File: src/rtl/spi_prot_trig.sv
// SPI protocol trigger: snoops SS_n/SCLK/MOSI and pulses SPItrig on a
// completed frame matching a programmed pattern under a don't-care mask.
//
// Ports:
//   clk, rst_n      system clock, async active-low reset
//   SS_n,SCLK,MOSI  asynchronous SPI bus inputs (SS_n/SCLK idle high)
//   edg             1: sample MOSI on SCLK rise, 0: on SCLK fall
//   len8            1: 8-bit frame, 0: MAX_LEN-bit frame
//   match, mask     compare pattern and per-bit ignore mask
//   SPItrig         one-clk pulse on a matching, correctly sized frame
module spi_prot_trig #(
  parameter int MAX_LEN = 16
) (
  input  logic               clk,
  input  logic               rst_n,
  input  logic               SS_n,
  input  logic               SCLK,
  input  logic               MOSI,
  input  logic               edg,
  input  logic               len8,
  input  logic [MAX_LEN-1:0] match,
  input  logic [MAX_LEN-1:0] mask,
  output logic               SPItrig
);

  localparam int CW = $clog2(MAX_LEN + 2);
  localparam logic [CW-1:0] CNT_SAT  = CW'(MAX_LEN + 1);
  localparam logic [CW-1:0] CNT_FULL = CW'(MAX_LEN);
  localparam logic [CW-1:0] CNT_BYTE = CW'(8);

  typedef enum logic {
    IDLE = 1'b0,
    RX   = 1'b1
  } state_e;

  state_e state_q, state_d;

  logic [2:0] ss_q;
  logic [2:0] sclk_q;
  logic [2:0] mosi_q;

  logic ss_fall_q, ss_rise_q;
  logic sclk_rise_q, sclk_fall_q;

  logic [MAX_LEN-1:0] shift_q, shift_d;
  logic [CW-1:0]      cnt_q, cnt_d;
  logic               trig_q, trig_d;

  logic               samp;
  logic [MAX_LEN-1:0] diff;
  logic               hit;
  logic               valid;

  // Two-flop synchronizers plus a third flop for edge detection.
  always_ff @(posedge clk or negedge rst_n) begin
    if (!rst_n) begin
      ss_q   <= 3'b111;
      sclk_q <= 3'b111;
      mosi_q <= 3'b000;
    end else begin
      ss_q   <= {ss_q[1:0], SS_n};
      sclk_q <= {sclk_q[1:0], SCLK};
      mosi_q <= {mosi_q[1:0], MOSI};
    end
  end

  // Registered edge strobes; mosi_q[2] lines up with these.
  always_ff @(posedge clk or negedge rst_n) begin
    if (!rst_n) begin
      ss_fall_q   <= 1'b0;
      ss_rise_q   <= 1'b0;
      sclk_rise_q <= 1'b0;
      sclk_fall_q <= 1'b0;
    end else begin
      ss_fall_q   <= ss_q[2] & ~ss_q[1];
      ss_rise_q   <= ~ss_q[2] & ss_q[1];
      sclk_rise_q <= ~sclk_q[2] & sclk_q[1];
      sclk_fall_q <= sclk_q[2] & ~sclk_q[1];
    end
  end

  assign samp = edg ? sclk_rise_q : sclk_fall_q;

  // State register
  always_ff @(posedge clk or negedge rst_n) begin
    if (!rst_n) begin
      state_q <= IDLE;
    end else begin
      state_q <= state_d;
    end
  end

  // Next-state logic
  always_comb begin
    state_d = state_q;
    unique case (state_q)
      IDLE: if (ss_fall_q) state_d = RX;
      RX:   if (ss_rise_q) state_d = IDLE;
      default: state_d = IDLE;
    endcase
  end

  // Frame datapath; count saturates so long frames never look valid.
  always_comb begin
    shift_d = shift_q;
    cnt_d   = cnt_q;
    if (state_q == IDLE) begin
      if (ss_fall_q) begin
        shift_d = '0;
        cnt_d   = '0;
      end
    end else if (samp) begin
      shift_d = {shift_q[MAX_LEN-2:0], mosi_q[2]};
      cnt_d   = (cnt_q == CNT_SAT) ? CNT_SAT : cnt_q + 1'b1;
    end
  end

  always_ff @(posedge clk or negedge rst_n) begin
    if (!rst_n) begin
      shift_q <= '0;
      cnt_q   <= '0;
    end else begin
      shift_q <= shift_d;
      cnt_q   <= cnt_d;
    end
  end

  // Evaluate on the updated frame so a coincident last edge is included.
  assign diff  = (shift_d ^ match) & ~mask;
  assign hit   = len8 ? (diff[7:0] == 8'h00) : (diff == '0);
  assign valid = len8 ? (cnt_d == CNT_BYTE) : (cnt_d == CNT_FULL);

  // Output logic
  always_comb begin
    trig_d = 1'b0;
    if (state_q == RX && ss_rise_q) begin
      trig_d = valid & hit;
    end
  end

  always_ff @(posedge clk or negedge rst_n) begin
    if (!rst_n) begin
      trig_q <= 1'b0;
    end else begin
      trig_q <= trig_d;
    end
  end

  assign SPItrig = trig_q;

endmodule

File: config.mk
export PLATFORM = sky130hd
export DESIGN_NAME = spi_prot_trig
export DESIGN_NICKNAME = d
export VERILOG_FILES = /design/src/rtl/spi_prot_trig.sv
export SDC_FILE = /design/constraint.sdc
export NUM_CORES = 1
export LEC_CHECK = 0
export CAP_MARGIN = 20
export CORE_MARGIN = 4
export CORE_UTILIZATION = 53
export CTS_BUF_LIST = sky130_fd_sc_hd__clkbuf_4 sky130_fd_sc_hd__clkbuf_8 sky130_fd_sc_hd__clkbuf_16
export CTS_CLUSTER_SIZE = 28
export DETAILED_ROUTE_END_ITERATION = 10
export PLACE_DENSITY = 0.85
export SYNTH_ARGS = -nofsm -noshare
export SYNTH_HDL_FRONTEND = slang
export SYNTH_SLANG_ARGS = --single-unit
File: constraint.sdc
create_clock -name clk -period 5.7 [get_ports clk]
set_input_delay 1.14 -clock clk [delete_from_list [all_inputs] [get_ports clk]]
set_output_delay 1.14 -clock clk [all_outputs]
set_load 0.03 [all_outputs]
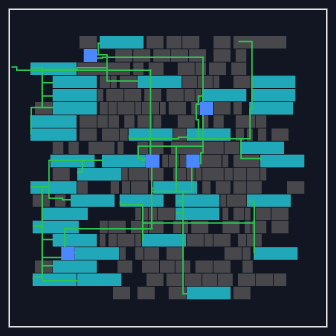
run_1/clock_map.png
- clock wires: green (length 453 um)
- cells driving clock nets: blue (count 5)
- flip-flops: cyan (count 36)
- routed clock nets: 6

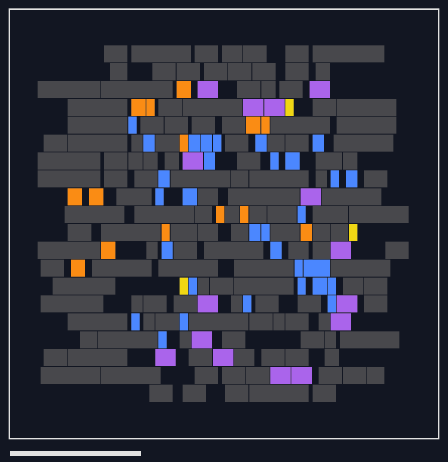
run_1/gate_families.png
Scale bar: 20 um.
- inverters: yellow (cells 3)
- XOR/XNOR gates: purple (cells 15)
- NOR gates: orange (cells 14)
- NAND gates: blue (cells 31)

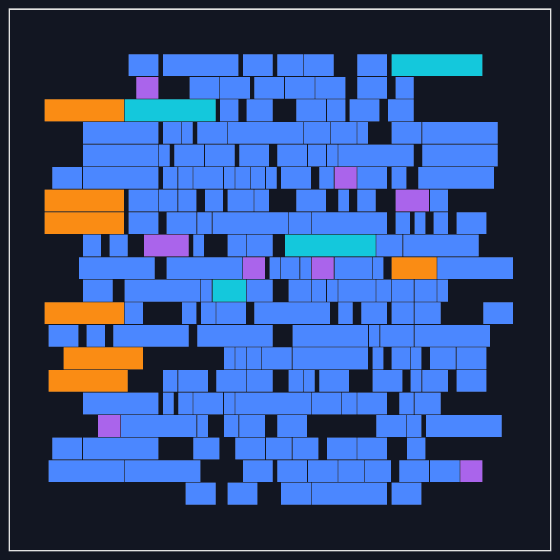
run_1/drive_strength.png
- drive 6 and up: cyan (cells 4; share 2.0%)
- drive 2: orange (cells 7; share 3.5%)
- drive 1 or less: blue (cells 181; share 91%)
- drive 3 to 4: purple (cells 8; share 4.0%)
post-route cell area: 2291 um^2
bufs w/o clock: 41

==> flow_summary.ini, run 1 <==
; generated from flow reports
[critical_path]
worstSetupPathDepth = 8
slowest_stage = or4_4
cp.required_ns = 5.94
cp-end-kind = flip-flop
crit_arrival_ns = 3.91
r2r-end = SPItrig
worstSetupPathType = in -> reg
reg2reg_slack_ns = 2.82
reg2reg_from = state_q
crit_path_frequent_cell = mux2i_1
critPathLaunchType = primary input
worstPathCellList = clkdlybuf4s50_1, mux2_4, mux2i_1, o21ai_0, mux2i_1, o2111ai_1, or4_4, a2111oi_2
cp_num_buf_inv = 1

[run]
max-cap-violations = 0
tool_warnings = 27

[detailed_routing]
wl_met2_um = 2066
wl_per_cell_um = 15.98
drc_errors = 0
drt-met1-wl_um = 1552
vias = 1367
wl_met3_um = 238
top_layer = met4

[finish]
post-route-util_pct = 74.43
finalNonFillerCells = 244
register_area_um2 = 908.4
clk_share_pct = 5.571
sh_seq_area_pct = 39.65
layout_top_cells = 39 x clkdlybuf4s50_1, 30 x dfrtp_1, 16 x nand2_1
largestClassByArea = flip-flops and latches
clock_buffers = 5
logic_area_um2 = 779.5
fillers = 202
diodes = 0
reg_top3 = shift_q (16), cnt_q (5)
comb_area_share_pct = 34.03
largest_register_ffs = 16
layout.nets = 240

[status]
status = finished, final reports clean

[timing]
period_used_pct = 64.32
rsz0062_at_grt = no
setup_viol = 0
worst_pin_slew_ns = 0.6140
finalHoldViolCount = 0
layout_min_cycle_time_ns = 3.666
relSlewSlack_pct = 57.89
fin_ws_ns = 2.034
fin_tns_setup_ns = 0

[clocking]
cts_tree = yes
cts_setup_buffers = 0
cts_sinks = 36
insertion_delay_ns = 0.36
root_buffer = clkbuf_4
numCtsBuffers = 5
hold_buffers = 0

[place]
dp_slack_ns = 1.785
placed_area_um2 = 2152
gp_congestion = 0.7973

[synth]
yosysWarningCount = 0
yosys_cells = 157
edf_count = 0
ys_ff = 36
mux_share_pct = 8.388
netlist_instances = 157
syn_area_per_cell_um2 = 11.02
top_area_cell = dfrtp_1
synth-simple-area-share_pct = 14.61
synthArstFlopShare_pct = 100.0
synthAoiAreaFrac_pct = 13.02
ys_chip_area_um2 = 1730
synthesis.nets = 198
ys_seq_share_pct = 52.49

[global_route]
grt_pass1_vias = 1346
busiest_layer = met2
grt_overflow = 0
antenna_found_initial = 0
use_met2_pct = 33.46

[pwr]
swShare_pct = 28.31
clockPowerShare_pct = 34.2
power_switching_uw = 224.5
powerSeq_uw = 342
pwr-share-seq_pct = 43.1
max-vdd-ir-drop_mv = 0.2135

[floorplan]
fp_util_pct = 56.22
rows = 20
die_area_um2 = 4243
coreArea_um2 = 3078
die_w_um = 65.14

[hold_path]
hp-class = reg -> reg
run_1/met3.png
Cells faint in the background.
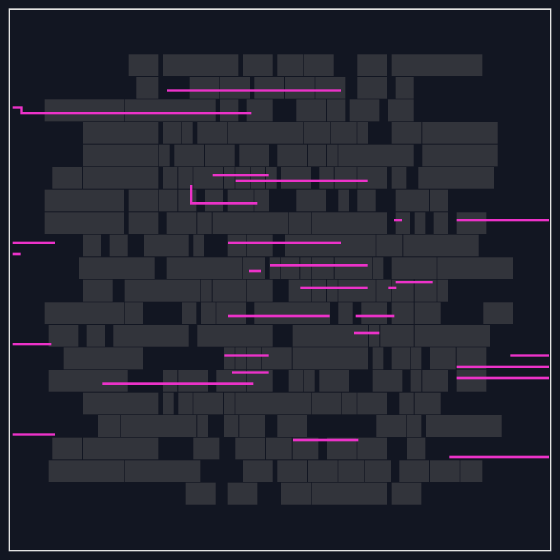

==> inputs of run 2 (changes only) <==
--- a/config.mk
+++ b/config.mk
@@ -7,11 +7,11 @@
 export LEC_CHECK = 0
 export CAP_MARGIN = 20
 export CORE_MARGIN = 4
-export CORE_UTILIZATION = 53
+export CORE_UTILIZATION = 49
 export CTS_BUF_LIST = sky130_fd_sc_hd__clkbuf_4 sky130_fd_sc_hd__clkbuf_8 sky130_fd_sc_hd__clkbuf_16
 export CTS_CLUSTER_SIZE = 28
 export DETAILED_ROUTE_END_ITERATION = 10
-export PLACE_DENSITY = 0.85
+export PLACE_DENSITY = 0.79
 export SYNTH_ARGS = -nofsm -noshare
 export SYNTH_HDL_FRONTEND = slang
 export SYNTH_SLANG_ARGS = --single-unit
==> constraint.sdc (replaced) <==
create_clock -name clk -period 3.4 [get_ports clk]
set_input_delay 0.68 -clock clk [delete_from_list [all_inputs] [get_ports clk]]
set_output_delay 0.68 -clock clk [all_outputs]
set_load 0.03 [all_outputs]
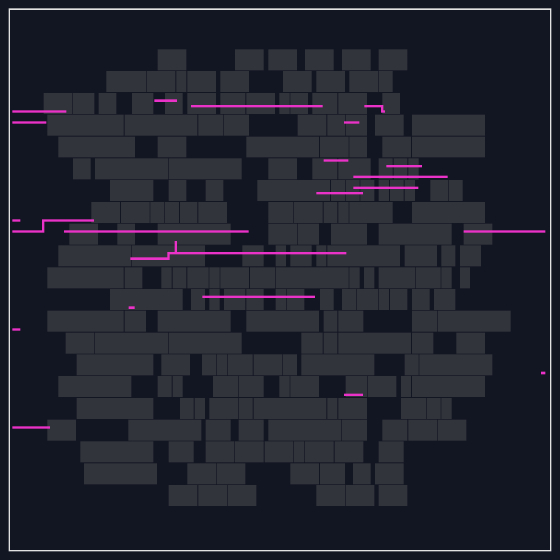
run_2/met3.png
Cells faint in the background.
- longest straight run: 22.8 um
- main direction: horizontal
- wire length on this layer: 160 um
- share of all routed wire: 4.2%
- nets with wire on the layer: 17

==> flow_summary.ini, run 2 <==
; generated from flow reports
[critical_path]
reg2reg_from = sclk_fall_q
crit_arrival_ns = 3.32
cp-end-kind = flip-flop
critPathLaunchType = primary input
reg2reg_slack_ns = 0.83
crit_path_frequent_cell = mux2i_1
r2r-end = SPItrig
worstPathCellList = clkdlybuf4s50_1, mux2_4, mux2i_1, o21ai_0, mux2i_1, o2111ai_1, or4_4, a2111oi_2
slowest_stage = or4_4
cp.required_ns = 3.65
worstSetupPathType = in -> reg
critPathTopFamily = AND-OR/OR-AND gates
worstSetupPathDepth = 8
cp_num_buf_inv = 1

[synth]
edf_count = 0
synthesis.nets = 198
yosys_cells = 157
ys_ff = 36
ys_seq_share_pct = 52.49
syn_area_per_cell_um2 = 11.02
ys.flop_type = dfrtp_1
synthTopCellsByArea = dfrtp_1 43%, dfstp_2 9.1%, mux2i_1 7.5%
ys_chip_area_um2 = 1730
synthArstFlopShare_pct = 100.0
synth-simple-area-share_pct = 14.61
netlist_instances = 157
yosysWarningCount = 0
synthAoiAreaFrac_pct = 13.02
top_area_cell = dfrtp_1

[finish]
register_area_um2 = 908.4
largestClassByArea = flip-flops and latches
ff_count = 36
clk_share_pct = 2.730
fin_area_um2 = 2246
fillers = 267
reg_top3 = shift_q (16), cnt_q (5)
buffers = 44
sh_seq_area_pct = 40.45
layout_top_cells = 39 x clkdlybuf4s50_1, 30 x dfrtp_1, 16 x nand2_1
largest_register_ffs = 16
finalNonFillerCells = 249
layout.nets = 243
clock_buffers = 6
layout_top_cell = clkdlybuf4s50_1
diodes = 0
logic_area_um2 = 779.5
comb_area_share_pct = 34.71
post-route-util_pct = 66.78

[clocking]
hold_buffers = 0
root_buffer = clkbuf_4
cts_tree = yes
cts_max_path_buffers = 2
clkTransAtPathRegs_ns = 0.10
cts_setup_buffers = 0
cts_sinks = 36
numCtsBuffers = 5

[global_route]
antenna_found_initial = 0
grt_overflow = 0
use_met2_pct = 30.67
grt_pass1_vias = 1420
busiest_layer = met2

[timing]
layout_min_cycle_time_ns = 3.076
rsz0062_at_grt = no
fin_tns_setup_ns = 0
worst_pin_slew_ns = 0.6142
fin_ws_ns = 0.3235
relSlewSlack_pct = 57.88
setup_viol = 0
period_used_pct = 90.49

[status]
status = finished, final reports clean

[floorplan]
coreArea_um2 = 3363
rows = 21
die_w_um = 67.43
fp_util_pct = 51.45

[detailed_routing]
top_layer = met4
wl_met2_um = 1914
wl_met3_um = 160
vias = 1391
wl_per_cell_um = 15.23
drc_errors = 0

[place]
gp_congestion = 0.7614
dp_slack_ns = -0.02421
placed_area_um2 = 2185

[run]
tool_warnings = 27
max-cap-violations = 0

[pwr]
swShare_pct = 32.29
pg_clk_uw = 236
p_leak_nw = 0.9317
power_switching_uw = 360.1
max-vdd-ir-drop_mv = 0.2994
clockPowerShare_pct = 21.1
run_2/clock_map.png
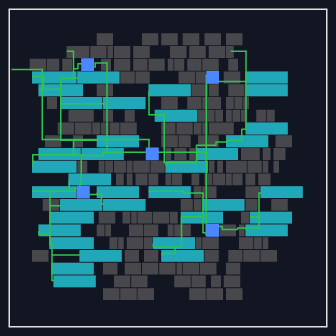

==> inputs of run 3 (changes only) <==
--- a/config.mk
+++ b/config.mk
@@ -6,6 +6,7 @@
 export NUM_CORES = 1
 export LEC_CHECK = 0
 export CAP_MARGIN = 20
+export CORE_ASPECT_RATIO = 2
 export CORE_MARGIN = 4
 export CORE_UTILIZATION = 49
 export CTS_BUF_LIST = sky130_fd_sc_hd__clkbuf_4 sky130_fd_sc_hd__clkbuf_8 sky130_fd_sc_hd__clkbuf_16
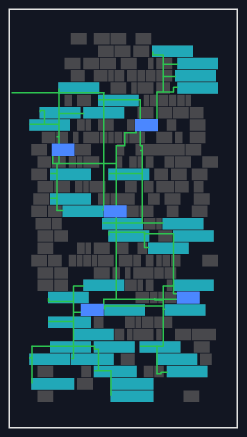
run_3/clock_map.png
- flip-flops: cyan (count 36)
- cells driving clock nets: blue (count 5)
- clock wires: green (length 435 um)
- routed clock nets: 6
Clk network pwr share: 29.9%
Clock Skew: 0.008947 ns

==> flow_summary.ini, run 3 <==
; generated from flow reports
[critical_path]
critPathTopFamily = simple AND/OR/NAND/NOR gates
reg2reg_slack_ns = 0.82
critPathLaunchType = primary input
reg2reg_from = ss_fall_q
cp-end-kind = flip-flop
worstPathCellList = clkdlybuf4s50_1, mux2i_1, nand3_1, nand3_1, mux2i_1, o2111ai_1, or4_4, a2111oi_2
r2r-end = SPItrig
worstSetupPathType = in -> reg
worstSetupPathDepth = 8
ff2ff_path_depth = 7
crit_arrival_ns = 3.32
cp.required_ns = 3.58
cp_num_buf_inv = 1
slowest_stage = mux2i_1

[global_route]
use_met2_pct = 32.53
antenna_found_initial = 0
busiest_layer = met2
grt_overflow = 0
grtUsageMet1_pct = 18.50
grt_pass1_vias = 1448

[finish]
largest_register_ffs = 16
largestClassByArea = flip-flops and latches
layout_top_cell = clkdlybuf4s50_1
layout-drive-gt1-share_pct = 11.71
regMostFlops = shift_q
clock_buffers = 5
logic_gate_count = 112
clk_share_pct = 4.813
comb_area_share_pct = 33.69
diodes = 0
finalNonFillerCells = 253
post-route-util_pct = 67.73
layout.nets = 245
layout_top_cells = 39 x clkdlybuf4s50_1, 30 x dfrtp_1, 16 x nand2_1
buffers = 46
fin_area_um2 = 2313
fillers = 258
sh_seq_area_pct = 39.26
logic_area_um2 = 779.5
bufAreaShareNonClock_pct = 19.15
register_area_um2 = 908.4
ff_count = 36
reg_top3 = shift_q (16), cnt_q (5)

[clocking]
hold_buffers = 0
numCtsBuffers = 5
clkTransAtPathRegs_ns = 0.08
cts_setup_buffers = 0
cts_tree = yes
root_buffer = clkbuf_8
cts_max_path_buffers = 2
cts-htree-levels = 2
cts_sinks = 36
insertion_delay_ns = 0.29

[synth]
ys_ff = 36
ys.flop_type = dfrtp_1
edf_count = 0
synth-simple-area-share_pct = 14.61
ys_chip_area_um2 = 1730
synthArstFlopShare_pct = 100.0
synth.distinct_cells = 39
synth_adder_area_share_pct = 1.446
synthesis.nets = 198
syn_area_per_cell_um2 = 11.02
synth_area_um2 = 1730
yosysWarningCount = 0
top_area_cell = dfrtp_1
ys_seq_share_pct = 52.49
mux_share_pct = 8.388
synthAoiAreaFrac_pct = 13.02
yosys_cells = 157
netlist_instances = 157
synthTopCellsByArea = dfrtp_1 43%, dfstp_2 9.1%, mux2i_1 7.5%

[detailed_routing]
wl_met3_um = 160
wl_per_cell_um = 15.05
dr.pass1.iters = 7
viasPerCell = 5.415
drt-met1-wl_um = 1381
wl_um = 3808
top_layer = met4
drc_errors = 0
wl_met2_um = 2161
vias = 1370

[place]
dp_slack_ns = -0.08416
gp_congestion = 0.8325
dp_cells = 245
placed_area_um2 = 2202
dpl.hpwl_um = 2944

[run]
tool_warnings = 27
max-cap-violations = 0

[pwr]
pg_clk_uw = 372
swShare_pct = 29.86
max-vdd-ir-drop_mv = 0.3906
power_density_nw_per_um2 = 537.6
power_switching_uw = 371.4
internal_power_uw = 872.3
powerSeq_uw = 560
p_leak_nw = 0.9572

[status]
status = finished, final reports clean

[timing]
fin_tns_setup_ns = 0
hold-worst-slack_ns = 0.3516
relSlewSlack_pct = 53.88
fin_ws_ns = 0.2522
period_used_pct = 92.58
rsz0062_at_grt = no
worst_pin_slew_ns = 0.6726
setup_viol = 0
layout_min_cycle_time_ns = 3.148
finalHoldViolCount = 0
slew_viol_final = 0

[floorplan]
coreArea_um2 = 3416
taps = 48
io-pin-count = 40
rows = 30
fp_util_pct = 50.66
die_w_um = 50.02

[hold_path]
whs_path_depth = 0

==> notes/layouts.md <==
Pictures saved along the way, in no particular order.

Track usage over the die.
picture 1
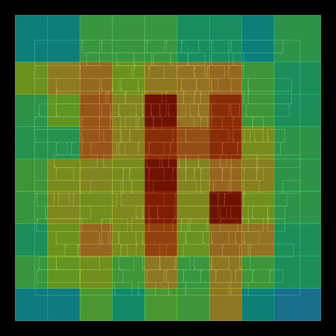
picture 2
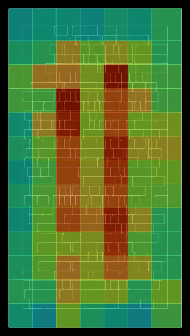
picture 1: run 1
picture 2: run 3

Power is estimated from default activity; no workload was simulated.
